File: src/rtl/b16_dbg_pkg.sv
// Shared constants for the b16 debug controller: register map, breakpoint
// access modes and halt reason codes.
package b16_dbg_pkg;

  // Controller register indices (addr[3:1] when addr[4] is set)
  localparam logic [2:0] REG_CTRL   = 3'd0;
  localparam logic [2:0] REG_STEP   = 3'd1;
  localparam logic [2:0] REG_BPSEL  = 3'd2;
  localparam logic [2:0] REG_BPADDR = 3'd3;
  localparam logic [2:0] REG_BPCTL  = 3'd4;
  localparam logic [2:0] REG_HIT    = 3'd5;
  localparam logic [2:0] REG_CYCLE  = 3'd6;
  localparam logic [2:0] REG_RSVD   = 3'd7;

  // Breakpoint access-type modes (BPCTL[2:1])
  typedef enum logic [1:0] {
    BP_FETCH = 2'b00,
    BP_READ  = 2'b01,
    BP_WRITE = 2'b10,
    BP_ANY   = 2'b11
  } bp_mode_t;

  // Halt reason codes (CTRL read bits [L-1:L-4])
  typedef enum logic [3:0] {
    RSN_NONE = 4'd0,
    RSN_BP   = 4'd1,
    RSN_STEP = 4'd2,
    RSN_HOST = 4'd3
  } rsn_t;

endpackage

File: src/rtl/b16_bp_match.sv
// One breakpoint channel: address/control registers plus the access-type
// comparator. 'active' carries drun & ~skip from the controller.
module b16_bp_match
  import b16_dbg_pkg::*;
#(
  parameter int unsigned L = 16
) (
  input  logic         clk,
  input  logic         reset,
  input  logic         we_addr,
  input  logic         we_ctl,
  input  logic [L-1:0] wdata,
  input  logic [L-1:0] cpu_addr,
  input  logic         cpu_r,
  input  logic [1:0]   cpu_w,
  input  logic         cpu_fetch,
  input  logic         active,
  output logic [L-1:0] bpaddr,
  output logic [2:0]   bpctl,
  output logic         match
);

  logic mode_ok;

  // Channel registers, written by the host through the selected-BP window
  always_ff @(posedge clk or negedge reset) begin
    if (!reset) begin
      bpaddr <= '1;
      bpctl  <= '0;
    end else begin
      if (we_addr) bpaddr <= wdata;
      if (we_ctl)  bpctl  <= wdata[2:0];
    end
  end

  // Access-type qualification for the programmed mode
  always_comb begin
    mode_ok = 1'b0;
    case (bp_mode_t'(bpctl[2:1]))
      BP_FETCH: mode_ok = cpu_fetch & cpu_r;
      BP_READ:  mode_ok = cpu_r & ~cpu_fetch;
      BP_WRITE: mode_ok = |cpu_w;
      BP_ANY:   mode_ok = (cpu_fetch & cpu_r) | (cpu_r & ~cpu_fetch) | (|cpu_w);
    endcase
  end

  assign match = bpctl[0] & active & (cpu_addr == bpaddr) & mode_ok;

endmodule

File: src/rtl/b16_debug_ctrl.sv
// b16 debug controller: decodes a 16-word window, forwards the lower half to
// the CPU debug port and implements breakpoints, stepping and halt control.
module b16_debug_ctrl
  import b16_dbg_pkg::*;
#(
  parameter int unsigned L       = 16,
  parameter int unsigned NBP     = 4,
  parameter logic [L-6:0] DBGADDR = 11'h7FF,
  parameter int unsigned CNTW    = 16
) (
  input  logic         clk,
  input  logic         reset,
  input  logic [L-1:0] addr,
  input  logic [L-1:0] data,
  input  logic         r,
  input  logic [1:0]   w,
  output logic [L-1:0] rdata,
  input  logic [L-1:0] cpu_addr,
  input  logic         cpu_r,
  input  logic [1:0]   cpu_w,
  input  logic         cpu_fetch,
  output logic         drun,
  output logic         dr,
  output logic         dw,
  output logic [2:0]   daddr,
  output logic         halted
);

  localparam int unsigned SELW = (NBP > 1) ? $clog2(NBP) : 1;

  logic            dsel, cpu_sel, reg_sel, host_wr, ctrl_wr;
  logic [2:0]      idx;
  logic            step_mode, skip, bp_hit, step_fetch, active;
  rsn_t            reason;
  logic [CNTW-1:0] step_q, cycle_q;
  logic [SELW-1:0] bpsel;
  logic [NBP-1:0]  hit, match_v, we_addr_v, we_ctl_v;
  logic [L-1:0]    bpaddr_a [NBP];
  logic [2:0]      bpctl_a  [NBP];
  logic            unused_addr0;

  assign dsel       = (addr[L-1:5] == DBGADDR);
  assign cpu_sel    = dsel & ~addr[4];
  assign reg_sel    = dsel & addr[4];
  assign idx        = addr[3:1];
  assign dr         = cpu_sel & r;
  assign dw         = cpu_sel & (|w);
  assign daddr      = addr[3:1];
  assign halted     = ~drun;
  assign host_wr    = reg_sel & (|w);
  assign ctrl_wr    = host_wr && (idx == REG_CTRL);
  assign active     = drun & ~skip;
  assign bp_hit     = |match_v;
  assign step_fetch = drun & step_mode & cpu_fetch;
  assign unused_addr0 = addr[0];

  for (genvar i = 0; i < NBP; i++) begin : g_bp
    assign we_addr_v[i] = host_wr && (idx == REG_BPADDR) && (bpsel == SELW'(i));
    assign we_ctl_v[i]  = host_wr && (idx == REG_BPCTL)  && (bpsel == SELW'(i));

    b16_bp_match #(.L(L)) u_bp (
      .clk      (clk),
      .reset    (reset),
      .we_addr  (we_addr_v[i]),
      .we_ctl   (we_ctl_v[i]),
      .wdata    (data),
      .cpu_addr (cpu_addr),
      .cpu_r    (cpu_r),
      .cpu_w    (cpu_w),
      .cpu_fetch(cpu_fetch),
      .active   (active),
      .bpaddr   (bpaddr_a[i]),
      .bpctl    (bpctl_a[i]),
      .match    (match_v[i])
    );
  end

  // Run/halt control, step counter, hit mask, selector and cycle counter.
  // Halt sources are prioritised host CTRL write > breakpoint > step; a
  // losing source leaves its side effects (HIT bits, STEP decrement) undone.
  always_ff @(posedge clk or negedge reset) begin
    if (!reset) begin
      drun      <= 1'b1;
      step_mode <= 1'b0;
      skip      <= 1'b0;
      reason    <= RSN_NONE;
      step_q    <= '0;
      bpsel     <= '0;
      hit       <= '0;
      cycle_q   <= '0;
    end else begin
      skip <= 1'b0;
      if (drun) cycle_q <= cycle_q + 1'b1;

      if (host_wr && (idx == REG_BPSEL)) bpsel <= SELW'(data % NBP);

      if (host_wr && (idx == REG_HIT)) hit <= (hit & ~data[NBP-1:0]) | match_v;
      else if (!ctrl_wr)               hit <= hit | match_v;

      if (host_wr && (idx == REG_STEP))
        step_q <= data[CNTW-1:0];
      else if (!ctrl_wr && !bp_hit && step_fetch && (step_q != '0))
        step_q <= step_q - 1'b1;

      if (ctrl_wr) begin
        drun      <= data[0];
        step_mode <= data[1];
        skip      <= data[0];
        if (!data[0])     reason <= RSN_HOST;
        else if (data[2]) reason <= RSN_NONE;
      end else if (bp_hit) begin
        drun   <= 1'b0;
        reason <= RSN_BP;
      end else if (step_fetch && (step_q <= CNTW'(1))) begin
        drun   <= 1'b0;
        reason <= RSN_STEP;
      end
    end
  end

  // Register read mux; zero outside the controller half of the window
  always_comb begin
    rdata = '0;
    if (reg_sel) begin
      case (idx)
        REG_CTRL: begin
          rdata[L-1:L-4] = reason;
          rdata[1]       = step_mode;
          rdata[0]       = drun;
        end
        REG_STEP:   rdata[CNTW-1:0] = step_q;
        REG_BPSEL:  rdata[SELW-1:0] = bpsel;
        REG_BPADDR: rdata           = bpaddr_a[bpsel];
        REG_BPCTL:  rdata[2:0]      = bpctl_a[bpsel];
        REG_HIT:    rdata[NBP-1:0]  = hit;
        REG_CYCLE:  rdata[CNTW-1:0] = cycle_q;
        REG_RSVD:   rdata           = '0;
      endcase
    end
  end

endmodule

File: config.mk
export PLATFORM = sky130hd
export DESIGN_NAME = b16_debug_ctrl
export DESIGN_NICKNAME = d
export VERILOG_FILES = /design/src/rtl/b16_dbg_pkg.sv /design/src/rtl/b16_bp_match.sv /design/src/rtl/b16_debug_ctrl.sv
export SDC_FILE = /design/constraint.sdc
export NUM_CORES = 1
export LEC_CHECK = 0
export ABC_AREA = 1
export CAP_MARGIN = 20
export CORE_MARGIN = 2
export CORE_UTILIZATION = 30
export DETAILED_ROUTE_END_ITERATION = 6
export HOLD_SLACK_MARGIN = 0.15
export SLEW_MARGIN = 40
export SYNTH_ARGS = -nofsm -noshare
export SYNTH_HDL_FRONTEND = slang
export SYNTH_HIERARCHICAL = 1
export SYNTH_SLANG_ARGS = --single-unit
File: constraint.sdc
create_clock -name clk -period 2.5 [get_ports clk]
set_input_delay 0.75 -clock clk [delete_from_list [all_inputs] [get_ports clk]]
set_output_delay 0.75 -clock clk [all_outputs]
set_load 0.02 [all_outputs]
**Run 1: signal wires on met3**

Drawn at 3 px/um.
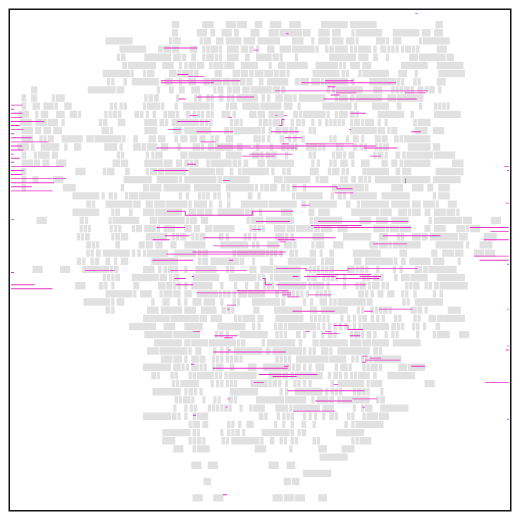
longest straight run: 50.6 um
main direction: horizontal
nets with wire on the layer: 120
WL final: 27.5 mm
DR vias: 8008
GR Util met3: 0.0335

**Run 1: pin map**

Drawn at 3 px/um. Pins as bars across the die edge, other pins in gray.
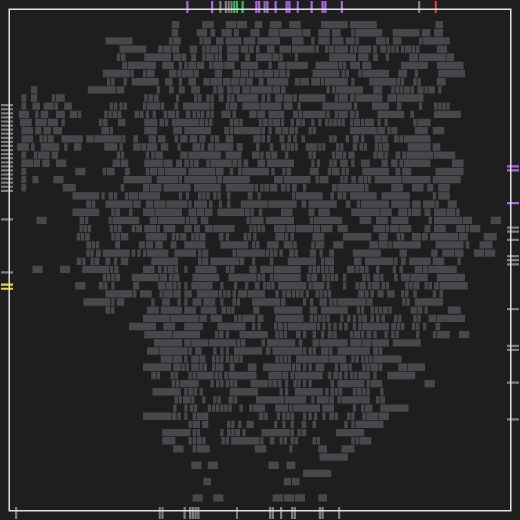
| color | port | pins | direction | edge |
|---|---|---|---|---|
| yellow | cpu_w | 2 | input | left |
| green | daddr | 3 | output | top |
| purple | rdata | 16 | output | 13 top, 3 right |
| red | reset | 1 | input | top |
all pins by edge: 26 left, 23 top, 17 bottom, 14 right
Die W: 167 um
die y size: 167 um
Port Buffer Count: 78

==> impl_metrics.ini, run 1 <==
; generated from flow reports
[synth]
flop_cell = dfstp_2
syn-instance-count = 1139
edf_count = 0
syn-num-nets = 1200
syn_area_um2 = 7940
syn_avg_cell_area_um2 = 6.97
yosysCellCount = 1139
synth_seq_share = 0.385
ys_warn_count = 6
ys_seq_elements = 119

[pwr]
power-per-cell-area_nw_per_um2 = 460
leakage_nw = 5.86
switching_power_mw = 1.37
power_frac_comb = 0.120
clockPowerShare = 0.490
power.total_mw = 5.30

[grt]
grt_pass1_vias = 7843
grt_max_degree = 50
antenna_found_initial = 0
grt_pass1_wl_mm = 43.2

[worst_setup_path]
path_cells = inv_4, nor2_4, buf_12, clkbuf_16, a22o_1, o21ai_4, a31oi_4, buf_6
worstSetupEndpointType = output port
r2r_slack_ns = 0.19
cp_slowest_cell = dfrtp_2
worstPathRequired_ns = 1.75
cp.arrival_ns = 2.02

[cts]
root_buffer = clkbuf_16
clock_sinks = 119
cts_hold_buffers = 0
insertion_delay_ns = 0.43

[final_layout]
fin_area_um2 = 11500
final_cell_count_no_fill = 1685
drive_above_1_share = 0.306
antenna_cells = 0
lay_top_count = nand2_1
nNetsFinal = 1398
area_delta_synth_final_pct = 45.0

[route]
wl_met3_mm = 1.52
drcViolationCount = 0
first_pass_iters = 5
wl_met2_mm = 12.9
ant_nets = 0

[timing]
period_used_share = 1.11
drv_slew = 0
setup_slack_ns = -0.273
hold_viol = 0
fin_setup_tns_ns = -3.43
finalCriticalPeriod_ns = 2.77
worst_pin_slew_ns = 0.466
slew_headroom = 0.689
grt_setup_unrepaired = yes
setup_viol_count_final = 16

[floorplanning]
fp_util = 0.305

[run_status]
violations = negative setup slack
run_status = complete, but fails checks

[worst_hold_path]
hold_class = input port to async pin

[place]
place_area_um2 = 9990
dp_hpwl_mm = 20.3

[run]
max-cap-violations = 0
**Run 1: routed metal per tile**

Drawn at 2 px/um. The die is cut into 33 by 33 equal tiles; dark blue is low, red is high, scaled to the fullest tile. Values are wire area over tile area, all layers added.
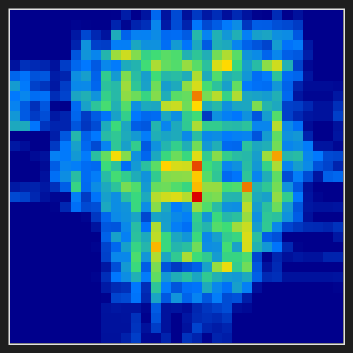
mean over tiles: 0.16
densest ninth of the die: center
fullest tile: 0.74
nearly empty tiles: 29%
tiles over half the peak: 11%
WL per Instance: 16.3 um
gr usage total: 0.199

run 1: state kept, by name, summed over array words and instances, names as in the netlist:
name	flops
bpsel	2
cycle_q	16
drun	1
g_bp.u_bp/bpaddr	64
g_bp.u_bp/bpctl	12
hit	4
reason	2
skip	1
step_mode	1
step_q	16
run 1: final timing paths:
path	startpoint	to	depth (start not counted)
worst max-delay path	bpsel[0]	rdata[6]	8
min in group clk	cycle_q[15]	cycle_q[15]	2
worst min-delay path	reset	cycle_q[8]	1
max in group asynchronous	reset	g_bp[2].u_bp/bpaddr[0]	2
worst min register to register	cycle_q[15]	cycle_q[15]	2
worst max register to register	drun	step_q[4]	15
run 1: through the flow:
| step | utilization | hold WS (ns) |
|---|---|---|
| detailed placement | 0.383 | 0.485 |
| global placement | 0.383 | 0.479 |
| finish | 0.442 | 0.271 |
| floorplan | - | 0.442 |
| CTS | 0.430 | 0.273 |
| global route | 0.442 | 0.286 |
run 1: layout make-up:
cell class / instances / area [um^2] / share of cell area
Multi-Input combinational cell: 815 / 4600 / 0.399
Sequential cell: 119 / 3060 / 0.266
Timing Repair Buffer: 212 / 2150 / 0.187
Inverter: 172 / 668 / 0.0580
Clock buffer: 19 / 433 / 0.0376
Tap cell: 335 / 419 / 0.0364
Clock inverter: 13 / 181 / 0.0158
run 1: synthesized netlist by cell type, drive strengths merged, types with 5 or more instances:
cell type  count  area [um^2]
a21oi         10         50.1
a22o          13          114
a22oi          5         37.5
a31oi         10         62.6
buf           30          203
dfrtp         54         1350
dfstp         65         1710
inv          171          644
mux2          24          270
nand2        436         1660
nand3         36          225
nand4         19          125
nor2         100          429
nor3           5         30.0
o211ai         5         37.5
o21ai        101          517
xnor2         19          166
xor2          19          166
run 1: layer usage:
metal,global-route usage,vias to the layer above
met2,0.322,246
met3,0.0335,51
li1,-,3949
met5,0,-
met4,0.0937,0
met1,0.260,3762
run 1: worst max-delay path: cells and delay by family, from the launching register on:
kind	cells	cell delay (ns)
buf+inv	4	0.52
compound gates	3	0.56
simple gates	1	0.05
flops	1	0.45
run 1: logic make-up after synthesis:
logic type | Yosys count | share of synthesized area
simple gates | 599 | 0.316
buf+inv | 205 | 0.109
compound gates | 150 | 0.108
flops | 119 | 0.385
xor+xnor | 38 | 0.0419
mux | 24 | 0.0340
fa+ha+maj | 4 | 0.00630
run 1: power groups by stage:
stage	clock (mW)	combinational, mW	sequential, mW
after floorplan	0	0.276	2.07
after global placement	0	0.591	2.09
after detailed placement	0	0.596	2.09
after CTS	2.63	0.631	2.06
after global routing	2.72	0.710	2.07
final	2.60	0.639	2.06
run 1: repair_timing:
action | CTS | global route
pin swaps | 53 | 32
cloned | 2 | 1
setup buffers | 20 | 6
resized | 268 | 59
setup endpoints to repair | 112 | 37
--- run 2 (diff from run 1) ---
Settings changed: CORE_UTILIZATION 30 to 45, HOLD_SLACK_MARGIN 0.15 to 0.02, PLACE_DENSITY from default to 0.65.
**Run 2: M2 wires**

Drawn at 3 px/um.
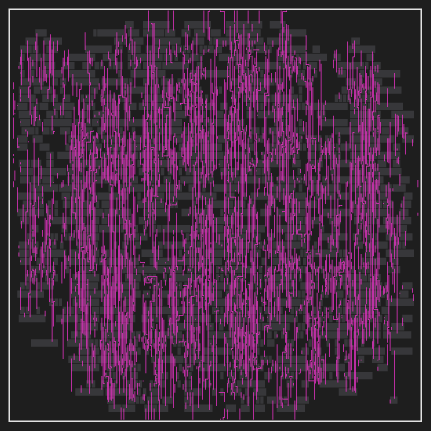
longest straight run: 75.8 um
nets with wire on the layer: 1098

==> run 2 against run 1 <==
  * The flow still finishes with violations (negative setup slack)
  * Largest cell class unchanged
  * Non-clock buffer count stayed put
  * Total power is 5.8% lower
  * Utilization is 20 points higher
  * Worst setup slack better by 0.020 ns
  * Final cell count is 6.5% lower
  * Sequential share of layout area is 0.95 points higher
  * Hold slack better by 0.048 ns
  * Clock skew hardly changed
  * Clock power is 11% lower
==> impl_metrics.ini, run 2 <==
; generated from flow reports
[final_layout]
drive_above_1_share = 0.290
final_cell_count_no_fill = 1575
largest_registers = g_bp.u_bp/bpaddr: 64 flops, cycle_q: 16 flops, step_q: 16 flops
antenna_cells = 0
nNetsFinal = 1398

[synth]
syn_avg_cell_area_um2 = 6.97
flop_cell = dfstp_2
yosysCellCount = 1139
syn_area_um2 = 7940
edf_count = 0
syn-num-nets = 1200
ys_warn_count = 6
yosys.area.top_type_share = 0.215
syn-instance-count = 1139
ys_top_cells_by_count = 427 x nand2_1, 152 x inv_1, 88 x nor2_1
yosysMostFrequentCell = nand2_1
yosys.area.top_type = dfstp_2

[run_status]
violations = negative setup slack
run_status = complete, but fails checks

[worst_setup_path]
worstPathRequired_ns = 1.75
r2r_start = drun
worstSetupEndpointType = output port

[timing]
worst_pin_slew_ns = 0.511
period_used_share = 1.10
finalCriticalPeriod_ns = 2.75
setup_viol_count_final = 16
setup_slack_ns = -0.253
grt_setup_unrepaired = yes

[floorplanning]
fp.dieW_um = 137
die_h_um = 137

[pwr]
power.total_mw = 5.00

[grt]
grt_max_degree = 43
track_usage = 0.294
grt_pass1_wl_mm = 41.0
grt_busiest_layer = met2

[cts]
clock_sinks = 119

[route]
drcViolationCount = 0
ant_nets = 0
totalWireLength_mm = 26.7

[place]
portBuffers = 78
dp_hpwl_mm = 19.3
-- run 2: cells by family (layout without fill, tap and decap cells) --
| family | after synthesis | in the layout | share of synthesized area |
|---|---|---|---|
| mux | 24 | 24 | 0.0340 |
| compound gates | 150 | 150 | 0.108 |
| fa+ha+maj | 4 | 4 | 0.00630 |
| simple gates | 599 | 599 | 0.316 |
| buf+inv | 205 | 416 | 0.109 |
| xor+xnor | 38 | 38 | 0.0419 |
| flops | 119 | 119 | 0.385 |
-- run 2: timing repair --
item / in CTS / in global routing
gates resized: 206 / 91
endpoints found under the hold margin: 0 / 0
setup endpoints to repair: 58 / 39
pin swaps: 23 / 25
gates cloned: 2 / 2
setup buffers: 5 / 12
-- run 2: path summary, 6_finish.rpt --
kind / end / slack, ns / depth (start not counted)
worst max-delay path: rdata[0] / -0.25 / 9
worst min-delay path: hit[2] / 0.32 / 1
worst max register to register: step_q[2] / 0.26 / 14
worst min register to register: hit[3] / 0.48 / 2
max in group asynchronous: g_bp[1].u_bp/bpaddr[4] / 1.54 / 2
min in group clk: hit[3] / 0.48 / 2
-- run 2: where the power goes --
group	switching (mW)	internal (mW)	total [mW]
logic	0.360	0.271	0.632
registers	0.0626	2.00	2.06
clock network	0.904	1.40	2.31
-- run 2: metal layers --
metal	up-vias	part of all wire
met2	310	0.45
met3	47	0.065
met1	3787	0.44
met4	0	0.039
li1	3953	-
met5	-	0
-- run 2: layout make-up --
type	instances	area share
Timing Repair Buffer	212	0.191
Inverter	172	0.0599
Sequential cell	119	0.275
Multi-Input combinational cell	815	0.399
Clock buffer	22	0.0418
Clock inverter	10	0.00709
Tap cell	225	0.0253
-- run 2: metrics by stage --
step | hold WS, ns | setup WS, ns | util | TNS, ns
after floorplan | 0.442 | -0.00810 | - | -0.0121
after global placement | 0.459 | -1.08 | 0.573 | -57.50
after detailed placement | 0.465 | -1.10 | 0.573 | -58.13
after CTS | 0.311 | -0.258 | 0.617 | -3.17
after global routing | 0.342 | -0.373 | 0.643 | -4.02
final | 0.319 | -0.253 | 0.643 | -2.94
-- run 2: critical path, cell delays in order (launching register included) --
cell,delay [ns]
dfrtp_2,0.46
nor2_1,0.19
buf_12,0.20
nand2_1,0.06
nand4_1,0.15
nand2_2,0.11
nand3_2,0.07
o211ai_1,0.11
inv_1,0.09
buf_6,0.11
--- run 3 (diff from run 2) ---
Settings changed: CORE_ASPECT_RATIO from default to 0.9, CORE_UTILIZATION 45 to 30, DONT_BUFFER_PORTS from default to 1, PLACE_DENSITY 0.65 to default.
**Run 3: pin map**

Drawn at 3 px/um. Pins as bars across the die edge, other pins in gray.
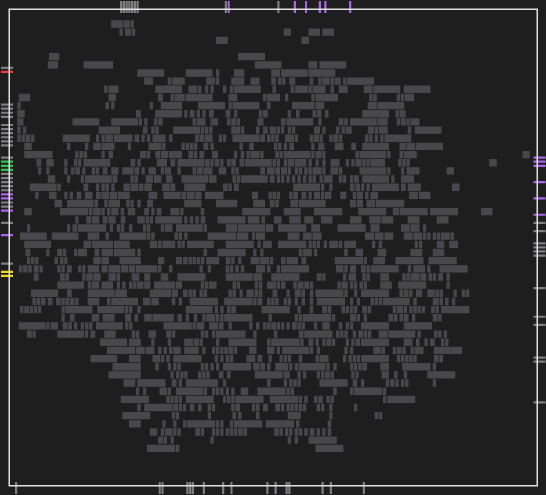
| color | port | pins | direction | edge |
|---|---|---|---|---|
| green | daddr | 3 | output | left |
| yellow | cpu_w | 2 | input | left |
| red | reset | 1 | input | left |
| purple | rdata | 16 | output | 6 right, 6 top, 4 left |
all pins by edge: 31 left, 18 right, 16 bottom, 15 top
Die W: 176 um
die y size: 158 um
Port Buffer Count: 0

==> run 3 against run 2 <==
  * Critical path type unchanged
  * Maximum frequency shrank 0.95%
  * Total power fell by 2.0%
  * Synthesized area is the same
  * The run still ends with negative setup slack left
  * Worst setup slack lost 0.027 ns
  * Largest cell class unchanged
  * Highest routed layer unchanged
  * Global-route usage decreased by 10 points
  * Sequential power about the same
  * Routed wire length decreased by 1.0%
  * First-iteration DRC count decreased by 18%
  * Sequential share of layout area up 3.3 points
==> impl_metrics.ini, run 3 <==
; generated from flow reports
[run_status]
run_status = complete, but fails checks
violations = negative setup slack

[timing]
worst_pin_slew_ns = 0.389
period_used_share = 1.11
worst_hold_slack_ns = 0.0584
setup_viol_count_final = 16
grt_setup_unrepaired = yes
slew_headroom = 0.741
setup_slack_ns = -0.279
drv_slew = 0
hold_viol = 0

[route]
totalWireLength_mm = 26.5
drcViolationCount = 0
first_pass_iters = 5
wl_per_cell_um = 16.7
via_count = 7539

[synth]
ys_warn_count = 6
yosys.area.top_type_share = 0.215
synth_seq_share = 0.385
syn-instance-count = 1139
yosysMostFrequentCell = nand2_1
edf_count = 0
topCellsByArea = dfstp_2 22%, nand2_1 20%, dfrtp_1 17%
syn-num-nets = 1200
ys_seq_elements = 119
ys_top_cells_by_count = 427 x nand2_1, 152 x inv_1, 88 x nor2_1

[worst_setup_path]
r2r_start = drun
r2r_slack_ns = 0.12
reg2reg_to = step_q[15]
slowest_delay_ns = 0.49
path_cells = nor2_4, buf_12, buf_6, nand2_2, nand4_1, nand2_1, nand3_1, o211ai_1, inv_2
worstSetupEndpointType = output port
cp_slowest_cell = dfrtp_2
startpoint = bpsel[1]
worstPathRequired_ns = 1.75
crit_family = simple AND/OR/NAND/NOR gates
ff2ff_path_depth = 15

[floorplanning]
fp_util = 0.305

[final_layout]
lay_top_count = nand2_1
drive_above_1_share = 0.237
area_delta_synth_final_pct = 25.1
largest_registers = g_bp.u_bp/bpaddr: 64 flops, cycle_q: 16 flops, step_q: 16 flops
fin_area_um2 = 9940
regMostFlops = g_bp.u_bp/bpaddr
nNetsFinal = 1283
largest_reg_flops = 64
final_cell_count_no_fill = 1583

[cts]
clock_sinks = 119
root_buffer = clkbuf_16

[place]
place_area_um2 = 8970
dp_hpwl_mm = 18.9

[pwr]
leakage_nw = 5.12
power.total_mw = 4.90
power-per-cell-area_nw_per_um2 = 493

[worst_hold_path]
hold_class = input port to async pin

[grt]
grt_pass1_vias = 7089
track_usage = 0.194
grt_pass1_wl_mm = 40.6
-- run 3: cell counts after synthesis --
No cell type changed its count.
-- run 3: through the flow --
step	worst slack, ns	util
2_1_floorplan	-0.00810	-
3_3_place_gp	-0.202	0.344
3_5_place_dp	-0.221	0.344
4_1_cts	-0.234	0.375
5_1_grt	-0.316	0.381
6_report	-0.279	0.381
-- run 3: logic make-up after synthesis --
group / share of synthesized area
AOI/OAI and AO/OA: 0.108
xor gates and xnor gates: 0.0419
adders and majority gates: 0.00630
buffers and inverters: 0.109
DFF: 0.385
muxes: 0.0340
and+or+nand+nor: 0.316
-- run 3: worst max path at each step --
| stage | end | slack (ns) |
|---|---|---|
| 2_1_floorplan | rdata[1] | -0.008 |
| 3_3_place_gp | rdata[2] | -0.20 |
| 3_5_place_dp | rdata[2] | -0.22 |
| 4_1_cts | rdata[0] | -0.23 |
| 5_1_grt | rdata[0] | -0.32 |
| 6_report | rdata[0] | -0.28 |
-- run 3: cell type report --
type / instances / area [um^2]
clock buffers: 22 / 464
clock inverters: 10 / 104
fillers: 2718 / 16100
inverters: 172 / 666
multi-input cells: 816 / 4280
flip-flops and latches: 119 / 3060
well taps: 348 / 435
repair buffers: 94 / 915
repair inverters: 2 / 15.0
-- run 3: report_power, final --
group          internal, mW  leakage [nW]  switching (mW)
Combinational         0.162          3.47           0.245
Clock                  1.51         0.284           0.925
Sequential             2.00          1.37          0.0625
Total                  3.66          5.12            1.23
-- run 3: what timing repair did --
item / 4_1_cts / 5_1_grt
gates cloned: 3 / 2
endpoints found under the setup margin: 17 / 19
pin swaps: 15 / 17
endpoints found under the hold margin: 48 / 0
gates resized: 54 / 22
buffers inserted: 3 / 4
hold buffers: 3 / 0
-- run 3: metal layers --
| layer | part of all wire | up-vias | track usage |
|---|---|---|---|
| li1 | - | 3730 | - |
| met1 | 0.48 | 3517 | 0.276 |
| met2 | 0.42 | 256 | 0.283 |
| met3 | 0.078 | 36 | 0.0499 |
| met4 | 0.025 | 0 | 0.0681 |
| met5 | 0 | - | 0 |
-- run 3: worst reg2reg max path: cells and delay by family (launching register included) --
kind	cells	cell delay [ns]
simple gates	11	1.26
buf+inv	4	0.54
flops	1	0.52

==> gallery <==
Track usage over the die.
(a)
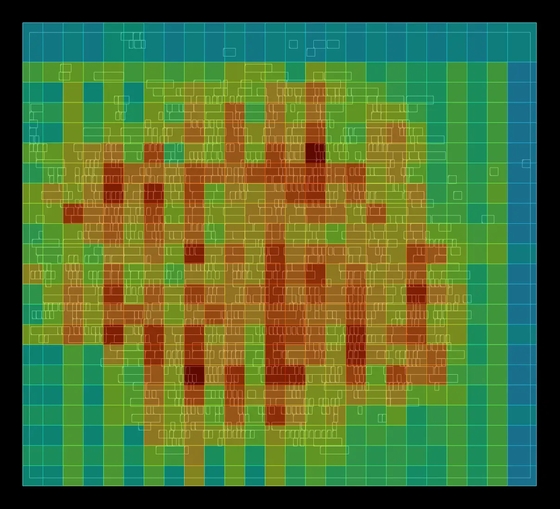
(b)
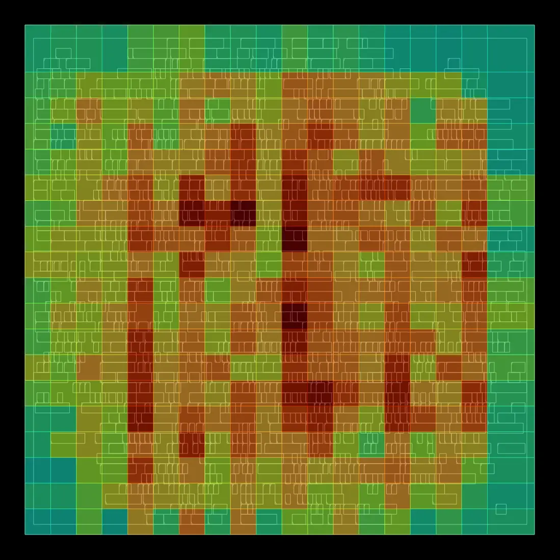
(c)
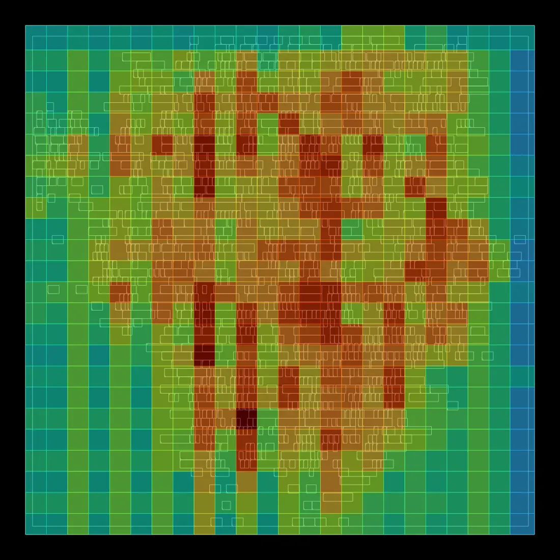
Run 2 is (b).
Run 1 is (c).
Run 3 is (a).

Power is estimated from default activity; no workload was simulated.
